==> images/m2.png <==
Drawn at 2 px/µm. Cells faint in the background.
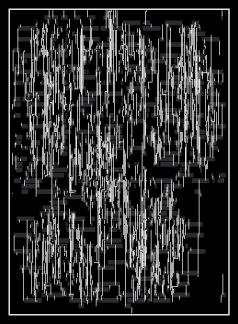
==> images/sizing.png <==
Drawn at 3 px/µm.
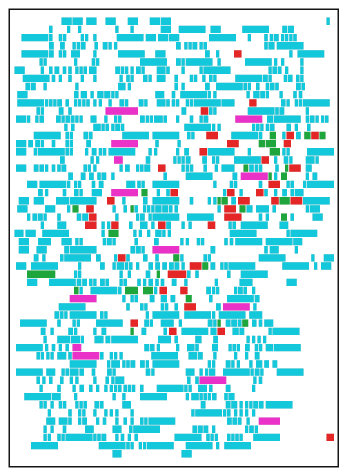
==> images/m3.png <==
Drawn at 2 px/µm.
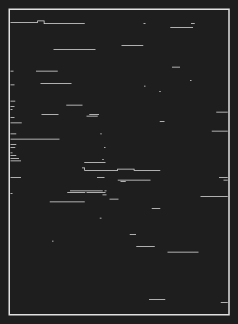
==> images/congestion_map.png <==
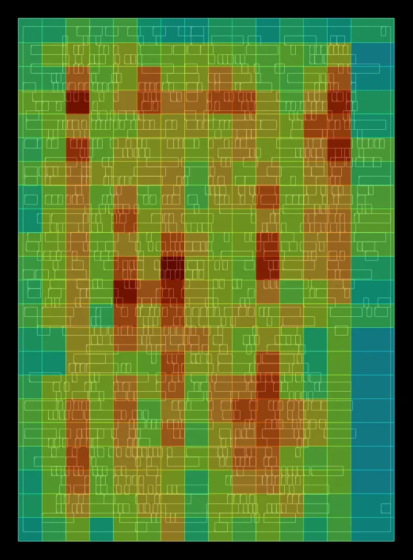
==> images/gates.png <==
Drawn at 3 px/µm.
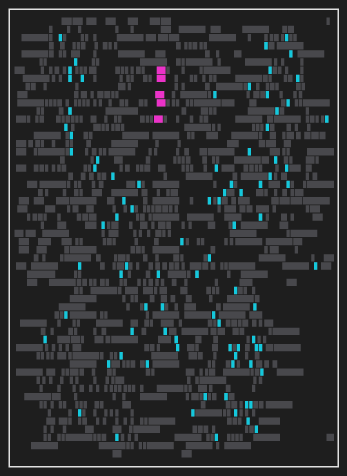
## config.mk

```make
export PLATFORM = sky130hd
export DESIGN_NAME = tt_um_jimktrains_vslc_eeprom_writer_flat
export DESIGN_NICKNAME = d
export VERILOG_FILES = /design/src/rtl/tt_um_jimktrains_vslc_eeprom_pkg.sv /design/src/rtl/tt_um_jimktrains_vslc_eeprom_writer_if.sv /design/src/rtl/tt_um_jimktrains_vslc_spi_byte.sv /design/src/rtl/tt_um_jimktrains_vslc_eeprom_writer.sv /design/src/flat_wrapper.sv
export SDC_FILE = /design/constraint.sdc
export NUM_CORES = 1
export LEC_CHECK = 0
export ABC_AREA = 1
export CORE_ASPECT_RATIO = 1.4
export CORE_UTILIZATION = 38
export DETAILED_ROUTE_END_ITERATION = 10
export HOLD_SLACK_MARGIN = 0.12
export PLACE_DENSITY_LB_ADDON = 0.08
export SLEW_MARGIN = 0
export SYNTH_ARGS = -nofsm -noshare
export SYNTH_HDL_FRONTEND = slang
export SYNTH_HIERARCHICAL = 1
export SYNTH_SLANG_ARGS = --single-unit
```

## constraint.sdc

```tcl
create_clock -name clk -period 3.16 [get_ports clk]
set_input_delay 0.79 -clock clk [delete_from_list [all_inputs] [get_ports clk]]
set_output_delay 0.79 -clock clk [all_outputs]
set_load 0.01 [all_outputs]
```

## src/rtl/tt_um_jimktrains_vslc_eeprom_pkg.sv

```systemverilog
// Shared definitions for the VSLC EEPROM reader and writer.
// Opcodes, status bit index and the writer state encoding.
package tt_um_jimktrains_vslc_eeprom_pkg;

    localparam logic [7:0] OP_WREN  = 8'h06;
    localparam logic [7:0] OP_WRITE = 8'h02;
    localparam logic [7:0] OP_RDSR  = 8'h05;
    localparam logic [7:0] OP_READ  = 8'h03;

    localparam int STATUS_WIP = 0;

    typedef enum logic [2:0] {
        ST_IDLE,
        ST_WREN,
        ST_GAP,
        ST_WR_CMD,
        ST_WR_DATA,
        ST_END_PAGE,
        ST_POLL,
        ST_NEXT
    } wr_state_t;

endpackage

```

## src/rtl/tt_um_jimktrains_vslc_eeprom_writer_if.sv

```systemverilog
// Byte-stream handshake into the EEPROM writer.
// master drives bytes, slave (the writer) returns ready.
interface tt_um_jimktrains_vslc_eeprom_writer_if;

    logic [7:0] wr_data;
    logic       wr_valid;
    logic       wr_last;
    logic       wr_ready;

    modport master (
        output wr_data,
        output wr_valid,
        output wr_last,
        input  wr_ready
    );

    modport slave (
        input  wr_data,
        input  wr_valid,
        input  wr_last,
        output wr_ready
    );

endinterface

```

## src/rtl/tt_um_jimktrains_vslc_spi_byte.sv

```systemverilog
// SCK_DIV-paced SPI mode-0 byte shifter, MSB first.
// byte_done is high on the cycle whose edge ends the last bit.
module tt_um_jimktrains_vslc_spi_byte #(
    parameter int SCK_DIV = 2
) (
    input  logic       clk,
    input  logic       rst_n,
    input  logic       go,
    input  logic [7:0] tx_byte,
    input  logic       rx_mode,
    input  logic       cipo,
    output logic       sck,
    output logic       copi,
    output logic [7:0] rx_byte,
    output logic       byte_done,
    output logic       active
);

    localparam logic [15:0] DIV_M1 = 16'(SCK_DIV - 1);

    logic        r_act;
    logic        r_sck;
    logic        r_rxm;
    logic [15:0] r_cnt;
    logic [2:0]  r_bit;
    logic [7:0]  r_sh;
    logic [7:0]  r_rx;
    logic        w_tick;

    assign w_tick    = r_act && (r_cnt == '0);
    assign byte_done = w_tick && r_sck && (r_bit == 3'd7);
    assign sck       = r_sck;
    assign copi      = r_act && !r_rxm && r_sh[7];
    assign rx_byte   = r_rx;
    assign active    = r_act;

    // half-period pacing, sample on rise, shift on fall
    always_ff @(posedge clk or negedge rst_n) begin
        if (!rst_n) begin
            r_act <= 1'b0;
            r_sck <= 1'b0;
            r_rxm <= 1'b0;
            r_cnt <= '0;
            r_bit <= '0;
            r_sh  <= '0;
            r_rx  <= '0;
        end else if (go) begin
            r_act <= 1'b1;
            r_sck <= 1'b0;
            r_rxm <= rx_mode;
            r_cnt <= DIV_M1;
            r_bit <= '0;
            r_sh  <= tx_byte;
        end else if (r_act) begin
            if (!w_tick) begin
                r_cnt <= r_cnt - 16'd1;
            end else begin
                r_cnt <= DIV_M1;
                if (!r_sck) begin
                    r_sck <= 1'b1;
                    r_rx  <= {r_rx[6:0], cipo};
                end else begin
                    r_sck <= 1'b0;
                    if (r_bit == 3'd7) begin
                        r_act <= 1'b0;
                    end else begin
                        r_bit <= r_bit + 3'd1;
                        r_sh  <= {r_sh[6:0], 1'b0};
                    end
                end
            end
        end
    end

endmodule

```

## src/rtl/tt_um_jimktrains_vslc_eeprom_writer.sv

```systemverilog
// 25xx EEPROM programmer: WREN, page-bounded WRITE, RDSR poll.
// Owns the SPI pins while busy is high.
module tt_um_jimktrains_vslc_eeprom_writer
    import tt_um_jimktrains_vslc_eeprom_pkg::*;
#(
    parameter int PAGE_SIZE  = 32,
    parameter int SCK_DIV    = 2,
    parameter int POLL_LIMIT = 255
) (
    input  logic        clk,
    input  logic        rst_n,
    input  logic        start,
    input  logic [15:0] start_addr,
    tt_um_jimktrains_vslc_eeprom_writer_if.slave wr,
    output logic        busy,
    output logic        done,
    output logic        error,
    output logic        sck,
    output logic        cs_n,
    output logic        copi,
    input  logic        cipo,
    output logic        sd_oe,
    output logic        hold_n
);

    localparam logic [15:0] PMASK  = 16'(PAGE_SIZE - 1);
    localparam logic [15:0] GAP_M1 = 16'(2 * SCK_DIV - 1);
    localparam logic [15:0] LIM_M1 = 16'(POLL_LIMIT - 1);

    wr_state_t   r_state;
    logic [15:0] r_addr;
    logic [15:0] r_gap;
    logic [15:0] r_polls;
    logic [1:0]  r_idx;
    logic        r_cs_n;
    logic        r_sd_oe;
    logic        r_busy;
    logic        r_done;
    logic        r_error;
    logic        r_pend;
    logic        r_last;

    logic        w_go;
    logic        w_rxm;
    logic [7:0]  w_tx;
    logic [7:0]  w_rx;
    logic        w_bdone;
    logic        w_act;
    logic        w_ready;
    logic        w_accept;
    logic        w_wip;
    logic        w_unused;

    tt_um_jimktrains_vslc_spi_byte #(
        .SCK_DIV (SCK_DIV)
    ) u_spi (
        .clk       (clk),
        .rst_n     (rst_n),
        .go        (w_go),
        .tx_byte   (w_tx),
        .rx_mode   (w_rxm),
        .cipo      (cipo),
        .sck       (sck),
        .copi      (copi),
        .rx_byte   (w_rx),
        .byte_done (w_bdone),
        .active    (w_act)
    );

    assign w_ready  = (r_state == ST_WR_DATA) && !r_cs_n && !r_pend
                      && (!w_act || w_bdone);
    assign w_accept = w_ready && wr.wr_valid;
    assign w_wip    = w_rx[STATUS_WIP];
    assign w_unused = ^w_rx;

    assign wr.wr_ready = w_ready;
    assign busy        = r_busy;
    assign done        = r_done;
    assign error       = r_error;
    assign cs_n        = r_cs_n;
    assign sd_oe       = r_sd_oe;
    assign hold_n      = 1'b1;

    // choose when to launch the next byte and what it carries
    always_comb begin
        w_go  = 1'b0;
        w_rxm = 1'b0;
        w_tx  = 8'h00;
        unique case (r_state)
            ST_IDLE: begin
                w_go = start && !r_done;
                w_tx = OP_WREN;
            end
            ST_GAP: begin
                w_go = (r_gap == '0);
                w_tx = OP_WRITE;
            end
            ST_WR_CMD: begin
                w_go = w_bdone && (r_idx != 2'd2);
                w_tx = (r_idx == 2'd0) ? r_addr[15:8] : r_addr[7:0];
            end
            ST_WR_DATA: begin
                w_go = w_accept;
                w_tx = wr.wr_data;
            end
            ST_END_PAGE: begin
                w_go = (r_gap == '0);
                w_tx = OP_RDSR;
            end
            ST_POLL: begin
                w_go  = w_bdone && (r_idx == 2'd0);
                w_rxm = 1'b1;
            end
            ST_NEXT: begin
                w_go = !r_last;
                w_tx = OP_WREN;
            end
            default: ;
        endcase
    end

    // sequencing of frames, chip select and completion flags
    always_ff @(posedge clk or negedge rst_n) begin
        if (!rst_n) begin
            r_state <= ST_IDLE;
            r_addr  <= '0;
            r_gap   <= '0;
            r_polls <= '0;
            r_idx   <= '0;
            r_cs_n  <= 1'b1;
            r_sd_oe <= 1'b0;
            r_busy  <= 1'b0;
            r_done  <= 1'b0;
            r_error <= 1'b0;
            r_pend  <= 1'b0;
            r_last  <= 1'b0;
        end else begin
            r_done <= 1'b0;
            unique case (r_state)
                ST_IDLE: begin
                    if (w_go) begin
                        r_state <= ST_WREN;
                        r_cs_n  <= 1'b0;
                        r_sd_oe <= 1'b1;
                        r_busy  <= 1'b1;
                        r_error <= 1'b0;
                        r_addr  <= start_addr;
                        r_last  <= 1'b0;
                    end
                end
                ST_WREN: begin
                    if (w_bdone) begin
                        r_cs_n  <= 1'b1;
                        r_sd_oe <= 1'b0;
                        r_gap   <= GAP_M1;
                        r_state <= ST_GAP;
                    end
                end
                ST_GAP: begin
                    if (r_gap == '0) begin
                        r_cs_n  <= 1'b0;
                        r_sd_oe <= 1'b1;
                        r_idx   <= 2'd0;
                        r_state <= ST_WR_CMD;
                    end else begin
                        r_gap <= r_gap - 16'd1;
                    end
                end
                ST_WR_CMD: begin
                    if (w_bdone) begin
                        if (r_idx == 2'd2) begin
                            r_pend  <= 1'b0;
                            r_state <= ST_WR_DATA;
                        end else begin
                            r_idx <= r_idx + 2'd1;
                        end
                    end
                end
                ST_WR_DATA: begin
                    if (w_accept) begin
                        r_addr <= r_addr + 16'd1;
                        if (((r_addr & PMASK) == PMASK) || wr.wr_last)
                            r_pend <= 1'b1;
                        if (wr.wr_last)
                            r_last <= 1'b1;
                    end else if (r_pend && w_bdone) begin
                        r_cs_n  <= 1'b1;
                        r_sd_oe <= 1'b0;
                        r_gap   <= GAP_M1;
                        r_polls <= '0;
                        r_state <= ST_END_PAGE;
                    end
                end
                ST_END_PAGE: begin
                    if (r_gap == '0) begin
                        r_cs_n  <= 1'b0;
                        r_sd_oe <= 1'b1;
                        r_idx   <= 2'd0;
                        r_state <= ST_POLL;
                    end else begin
                        r_gap <= r_gap - 16'd1;
                    end
                end
                ST_POLL: begin
                    if (w_bdone) begin
                        if (r_idx == 2'd0) begin
                            r_idx   <= 2'd1;
                            r_sd_oe <= 1'b0;
                        end else begin
                            r_cs_n  <= 1'b1;
                            r_polls <= r_polls + 16'd1;
                            if (!w_wip) begin
                                r_state <= ST_NEXT;
                            end else if (r_polls == LIM_M1) begin
                                r_error <= 1'b1;
                                r_done  <= 1'b1;
                                r_busy  <= 1'b0;
                                r_state <= ST_IDLE;
                            end else begin
                                r_gap   <= GAP_M1;
                                r_state <= ST_END_PAGE;
                            end
                        end
                    end
                end
                ST_NEXT: begin
                    if (r_last) begin
                        r_done  <= 1'b1;
                        r_busy  <= 1'b0;
                        r_state <= ST_IDLE;
                    end else begin
                        r_cs_n  <= 1'b0;
                        r_sd_oe <= 1'b1;
                        r_state <= ST_WREN;
                    end
                end
                default: r_state <= ST_IDLE;
            endcase
        end
    end

endmodule

```

## src/flat_wrapper.sv

```systemverilog
// flat-port wrapper written by rule: the top's interface ports become plain ports
module tt_um_jimktrains_vslc_eeprom_writer_flat import tt_um_jimktrains_vslc_eeprom_pkg::*;
#(
    parameter int PAGE_SIZE  = 32,
    parameter int SCK_DIV    = 2,
    parameter int POLL_LIMIT = 255
)
  (clk, rst_n, start, start_addr, busy, done, error, sck, cs_n, copi, cipo, sd_oe, hold_n, wr_wr_data, wr_wr_valid, wr_wr_last, wr_wr_ready);
  tt_um_jimktrains_vslc_eeprom_writer_if wr_i ();
  input  logic clk;
  input  logic rst_n;
  input  logic start;
  input  logic [15:0] start_addr;
  output logic busy;
  output logic done;
  output logic error;
  output logic sck;
  output logic cs_n;
  output logic copi;
  input  logic cipo;
  output logic sd_oe;
  output logic hold_n;
  input wire logic [$bits(wr_i.wr_data)-1:0] wr_wr_data;
  input wire logic [$bits(wr_i.wr_valid)-1:0] wr_wr_valid;
  input wire logic [$bits(wr_i.wr_last)-1:0] wr_wr_last;
  output wire logic [$bits(wr_i.wr_ready)-1:0] wr_wr_ready;
  assign wr_i.wr_data = wr_wr_data;
  assign wr_i.wr_valid = wr_wr_valid;
  assign wr_i.wr_last = wr_wr_last;
  assign wr_wr_ready = wr_i.wr_ready;
  tt_um_jimktrains_vslc_eeprom_writer #(.PAGE_SIZE(PAGE_SIZE), .SCK_DIV(SCK_DIV), .POLL_LIMIT(POLL_LIMIT)) u_core (.clk(clk), .rst_n(rst_n), .start(start), .start_addr(start_addr), .wr(wr_i), .busy(busy), .done(done), .error(error), .sck(sck), .cs_n(cs_n), .copi(copi), .cipo(cipo), .sd_oe(sd_oe), .hold_n(hold_n));
endmodule
```

==> impl_metrics.xml <==
<?xml version="1.0" encoding="UTF-8"?>
<metrics>
  <group name="setup_path">
    <metric name="critPathKind" unit="">register to output port</metric>
    <metric name="path_common_cell" unit="">sky130_fd_sc_hd__inv_1</metric>
    <metric name="path_cells" unit="">inv_1 &gt; ha_1 &gt; nand2_1 &gt; inv_1 &gt; nand3_2 &gt; nor3_4 &gt; buf_4 &gt; nor2_1 &gt; nor3_2 &gt; dlygate4sd2_1</metric>
    <metric name="critPathArrivalTime" unit="ns">2.15</metric>
    <metric name="end_kind" unit="">output port</metric>
    <metric name="critical_path.startpoint_type" unit="">register</metric>
    <metric name="crit_fanout" unit="">3</metric>
    <metric name="r2r_setup_slack" unit="ns">0.33</metric>
  </group>
  <group name="synthesis">
    <metric name="synthCells" unit="">906</metric>
    <metric name="synth.yosys.warnings" unit="">6</metric>
    <metric name="netlist_area" unit="µm²">6106</metric>
  </group>
  <group name="final_layout">
    <metric name="final_layout_size_suffix_gt1_share" unit="%">8.464</metric>
    <metric name="logic_area" unit="µm²">3351</metric>
    <metric name="area_overhead_of_the_layout_relative_to_synthesis" unit="%">15.53</metric>
    <metric name="dominant_logic_cell_type_in_the_layout" unit="">sky130_fd_sc_hd__nand2_1</metric>
    <metric name="clock_network_area_share" unit="%">4.115</metric>
    <metric name="flops" unit="">91</metric>
    <metric name="seqAreaFraction" unit="%">32.30</metric>
    <metric name="sequential_cell_area" unit="µm²">2278</metric>
  </group>
  <group name="placed_design">
    <metric name="port_buffers" unit="">37</metric>
    <metric name="number_of_cells_in_the_design_after_placement" unit="">1136</metric>
    <metric name="place_ws" unit="ns">0.1279</metric>
    <metric name="dpl.hpwl" unit="µm">11680</metric>
  </group>
  <group name="run_status">
    <metric name="outcome" unit="">complete, no violations</metric>
  </group>
  <group name="clock_tree">
    <metric name="tritoncts" unit="">yes</metric>
    <metric name="clockBufferDepth" unit="">2</metric>
    <metric name="clock_latency" unit="ns">0.35</metric>
  </group>
  <group name="final_timing">
    <metric name="maxSlewViolCount" unit="">0</metric>
    <metric name="finalHoldViolCount" unit="">0</metric>
    <metric name="timing.max_slew.rel_slack" unit="%">65.82</metric>
    <metric name="layout_min_cycle_time" unit="ns">2.936</metric>
    <metric name="tightest_slew" unit="ns">0.5126</metric>
  </group>
  <group name="floorplanning">
    <metric name="floorplan.die_area" unit="µm²">16590</metric>
    <metric name="well_tap_count" unit="">196</metric>
    <metric name="floorplan.core_area" unit="µm²">15680</metric>
    <metric name="initCoreUtil" unit="%">38.95</metric>
  </group>
  <group name="job">
    <metric name="warning_total_across_the_stage_logs" unit="">28</metric>
    <metric name="max_cap_viols" unit="">0</metric>
  </group>
  <group name="global_route">
    <metric name="grt_remaining_overflow" unit="">0</metric>
    <metric name="grt_first_pass_wirelength" unit="µm">26300</metric>
    <metric name="first_global_vias" unit="">5515</metric>
  </group>
  <group name="worst_hold_path">
    <metric name="holdCritPathClass" unit="">primary input to asynchronous set/reset pin</metric>
  </group>
  <group name="power_and_ir_drop">
    <metric name="clock_net_power" unit="mW">1.09</metric>
    <metric name="power.net_switching" unit="mW">3.220</metric>
    <metric name="p_int" unit="mW">3.464</metric>
    <metric name="total_leakage_power" unit="nW">3.619</metric>
    <metric name="power_top_consumer" unit="">combinational logic</metric>
  </group>
  <group name="detailed_routing">
    <metric name="detail_route.iter0.violations" unit="">254</metric>
    <metric name="route.layer.met1.wl" unit="µm">7229</metric>
  </group>
</metrics>
Back to the opening pictures, m2.png:
732 nets have wire on it. The layer holds 49% of the routed length. The wires run mostly vertical. The layer carries 7,690 µm of wire.
total wire length after detailed routing: 15,690 µm
grt met2 use: 33.96%
routed vias: 5,696

Back to the opening pictures, sizing.png:
Key: cyan = x1 and smaller [cells 876, share 92%]; red = x3 and x4 [cells 38, share 4.0%]; magenta = x6 and larger [cells 13, share 1.4%]; green = x2 [cells 30, share 3.1%]

Back to the opening pictures, m3.png:
The longest straight run is 24.1 µm. The layer holds 2.6% of the routed length. 48 nets have wire on it. The wires run mostly horizontal.
met3 GRT Util: 2.274%

Back to the opening pictures, congestion_map.png:
GR met1 Demand/Resource: 25.80%
routed wire length per instance: 13.61 µm
grt peak-use layer: met2
all-layer global routing usage: 20.18%
Util after Layout: 45.00%

Back to the opening pictures, gates.png:
Key: magenta = non-inverting ao/oa cells [cells 5, where north]; cyan = inv cells [cells 86, where spread over the die]

==> timing repair <==
| action | CTS | global route |
|---|---|---|
| hold buffers | 0 | 0 |
| buffers inserted | 1 | 1 |
| gates resized | 6 | 1 |
| endpoints found under the setup margin | 1 | 21 |
| pin swaps | 1 | 1 |
==> worst max-delay path by stage <==
stage,to,slack (ns),cells past startpoint
floorplan,u_core/u_spi/r_cnt[9]$_DFFE_PN0P_,0.32,21
global placement,wr_wr_ready,0.09,8
detailed placement,wr_wr_ready,0.13,8
CTS,u_core/u_spi/r_sh[7]$_DFFE_PN0P_,0.19,19
global route,u_core/u_spi/r_cnt[9]$_DFFE_PN0P_,0.01,22
finish,wr_wr_ready,0.22,10
